==> config.mk <==
export PLATFORM = sky130hd
export DESIGN_NAME = multiword_add_seq
export DESIGN_NICKNAME = d
export VERILOG_FILES = /design/src/rtl/multiword_add_seq.sv
export SDC_FILE = /design/constraint.sdc
export NUM_CORES = 1
export LEC_CHECK = 0
export CAP_MARGIN = 20
export CORE_MARGIN = 2
export CORE_UTILIZATION = 50
export CTS_CLUSTER_DIAMETER = 30
export DETAILED_ROUTE_END_ITERATION = 10
export HOLD_SLACK_MARGIN = 0.15
export PLACE_DENSITY = 0.8
export SLEW_MARGIN = 20
export SYNTH_ARGS = -nofsm -noshare
export SYNTH_HDL_FRONTEND = slang
export SYNTH_HIERARCHICAL = 1
export SYNTH_SLANG_ARGS = --single-unit
==> constraint.sdc <==
create_clock -name clk -period 10 [get_ports clk]
set_clock_uncertainty 0.15 [all_clocks]
set_input_delay 1 -clock clk [delete_from_list [all_inputs] [get_ports clk]]
set_output_delay 1 -clock clk [all_outputs]
set_load 0.02 [all_outputs]
Figure 1. The metal 1 layer (run 1).
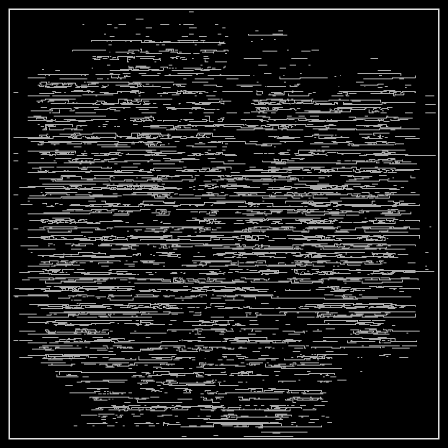
The layer carries 10500 um of wire. The wires run mostly horizontal. 1208 nets have wire on it.
Final Routed Wirelength: 26.50 mm
met1 GRT Util: 36.17%

Figure 2. Signal wires on met2 (run 1).
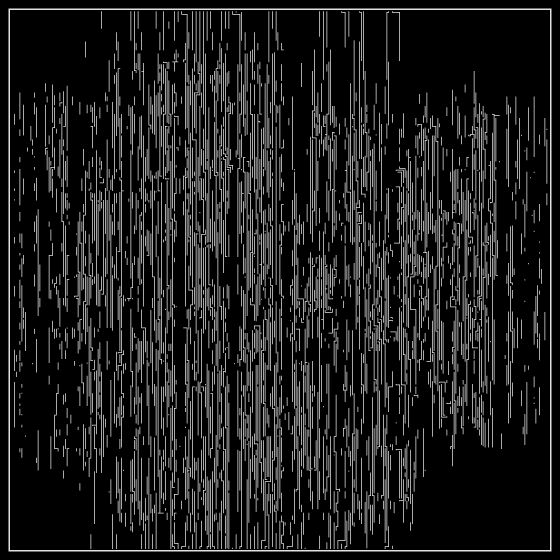
The layer holds 48% of the routed length. 1135 nets have wire on it. The longest straight run is 43.2 um. The layer carries 12800 um of wire. The wires run mostly vertical.
total via count after detailed routing: 8311
routing usage on met2: 47.42%

Figure 3. The metal 3 layer (run 1).
Scale bar: 50 um. Cells faint in the background.
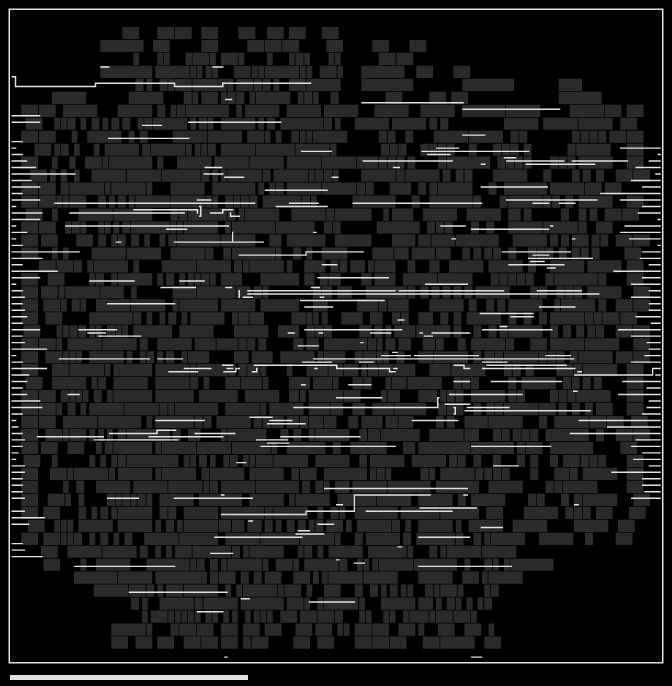
217 nets have wire on it. The wires run mostly horizontal.
met3 usage: 6.111%

==> notes.md <==
Implementation results are summarized by area below.

Timing
The tightest hold path in the finished design has a slack of 301.9 ps. Looking at the max-slew report, the worst-margin pin has a slew of 1054 ps. The time the final worst path needs with I/O delays and setup is 4223 ps. In the finished design, the share of the clock period the worst path needs comes to 42.23%. The total count of hold-check failures in the final report is 0. Setup slack on the critical path of the routed design comes to 5777 ps. The relative slew slack is 29.73%. Setup repair after global routing left no endpoint under its margin. The peak clock frequency supported by timing is 0.2368 GHz.

Clock tree
In this run, CTS created clock tree buffers numbering 34. Looking at the clock tree report, the H-tree level count equals 2. The deepest clock path buffer count is 3.

TritonCTS reports the number of clock sinks as 201. The post-CTS hold buffer count recorded in the log is 0. The CTS tree is done. The skew report gives the latency at the later pin of the worst-skew pair as 500 ps.

Post-CTS repair ended up resizing 0 cells. The tree is rooted in a sky130_fd_sc_hd__clkbuf_16. Buffers added to address setup during post-CTS repair amount to 0.

Clock-pin slew was measured on the worst setup and hold paths at 50 ps.

Global route
Global routing finished with a remaining overflow of 0. The via count of the first global-routing pass is 8084. The global-route usage over all layers is 28.56%.

The number of antenna violations at the first check in global routing is 0.

Cells and area
The final report lists a non-filler cell total of 1441. The area taken by sequential standard cells is reported as 4028 um2. By instance count after routing, the leading logic cell type is sky130_fd_sc_hd__nand2_1.

The final report gives the standard cell area, fillers excluded, as 12050 um2. The clock buffer instance count of the final layout is 43. The proportion of cell area occupied by registers is 33.43%. The non-clock inverters instantiated in the layout total 9. The number of sequential cells is 201. The biggest area consumer among cell classes is logic gates. The number of fillers in the final layout is 1350. The logic share of the area is 36.56%. The signed area change from the synthesized netlist to the final layout is 36.72%.

At the end of the flow the core is filled with cells to 69.89%. The layout buffer count excluding clock buffers is 207.

Logic synthesis
Yosys mapped a number of flops with a built-in enable equal to 0. The area share of xor/xnor cells in the synthesized design is 1.093%. Dividing the synthesized area by the synthesized cell count gives 8.529 um2. The register share after synthesis is 45.67%. Per the Yosys statistics, synthesis produced 1033 cells. For reference, the top cells by area after synthesis are sky130_fd_sc_hd__dfxtp_1 46%, sky130_fd_sc_hd__a21oi_1 12%, sky130_fd_sc_hd__nand2_1 11%. After Yosys synthesis, AND-OR and OR-AND compound gates account for 17.51% of the synthesized area. The tally of yosys warning messages is 6.

The cell type that accounts for the most area after synthesis is sky130_fd_sc_hd__dfxtp_1. Per the synth log, the flip-flop and latch total comes to 201. In this run, the synthesized area fraction spent on adder and majority cells is recorded as 4.033%. After synthesis, the most frequently instantiated cells are 264 x sky130_fd_sc_hd__nand2_1, 208 x sky130_fd_sc_hd__a21oi_1, 201 x sky130_fd_sc_hd__dfxtp_1. Synthesis handed over a netlist of 1033 instances. In this run the biggest area consumer among cell types represents 45.67% of the synthesized area.

The async set-or-reset flop fraction in the synthesized netlist is 0%. The post-synth net total is 1191. The Yosys chip area is 8811 um2.

The dominant combinational cell family by area after synthesis is simple AND/OR/NAND/NOR gates.

Die
The I/O pin total is 201. The width of the die is 136.7 um. The share of the core area taken by cells at floorplan is 51.12%. The core outline area is 17240 um2. Across the placement rows, the number of tap cells is 225.

The floorplan has 48 rows. The y dimension of the die is 136.7 um.

Job
The count of maximum capacitance violations is 0.

Power
The share of power burned in combinational logic is 11.5%. The group drawing the most power is clock. Power attributed to combinational cells is 0.275 mW. The power per cell area is 197.6 nW/um2. The post-route total power is 2.380 mW.

The largest voltage drop on the vdd net is 0.0001255 V. The static leakage is 4.397 nW. Of the total power, registers draw 36.5%. Clock network power for this build is 1.24 mW.

Setup path
The critical path data arrival time is 4490 ps. The STA report counts the stages on the worst setup path as 11. The largest incremental delay on the critical path is 750 ps.

Per STA, the worst path is made up of buf_4 > mux4_2 > ha_1 > a21oi_2 > o211ai_2 > a21oi_1 > inv_1 > fa_1 > xor2_1 > nand3_1 > a21oi_1. The number of cell instances on the worst register-to-register path is 11. The type of the setup path with the least slack is register to register. The worst setup path is launched from a register. The reg2reg setup slack is 5780 ps. Looking at the critical path, the single cell with the biggest stage delay is sky130_fd_sc_hd__dfxtp_2. Among cell families on the critical path, the largest total delay comes from AND-OR/OR-AND gates. By instance count, the cell type seen most on the critical path is sky130_fd_sc_hd__a21oi_1.

Run status
The flow ran to the end, and the final reports show no timing, DRC or antenna violations.

Placed design
Input and output buffers added on the ports amount to 200. The detailed placer reported the number of placed instances as 1379. Per the post-place timing report, worst setup slack is 5894 ps. The placement-stage cell area is 10790 um2.

Routing
For this run, the detailed router reports a per-instance via density of 5.768. Detailed-route iteration 0 reported a violation count of 869. TritonRoute output was used to compute an average wire per cell of 18.39 um. The routed wire length on met3 is 2.249 mm. The total DRC errors in the routed layout is 0. The count of antenna-violating nets left after detailed routing is 0. In the detailed route, the total length drawn on met2 is 12.78 mm. For this run, the detailed router's first-pass iteration total came to 5.

Hold path
The classification of the worst-slack hold path is register to register. The number of stages on the worst hold path is 2.
No activity file was given, so power comes from the tool's default toggle rates.
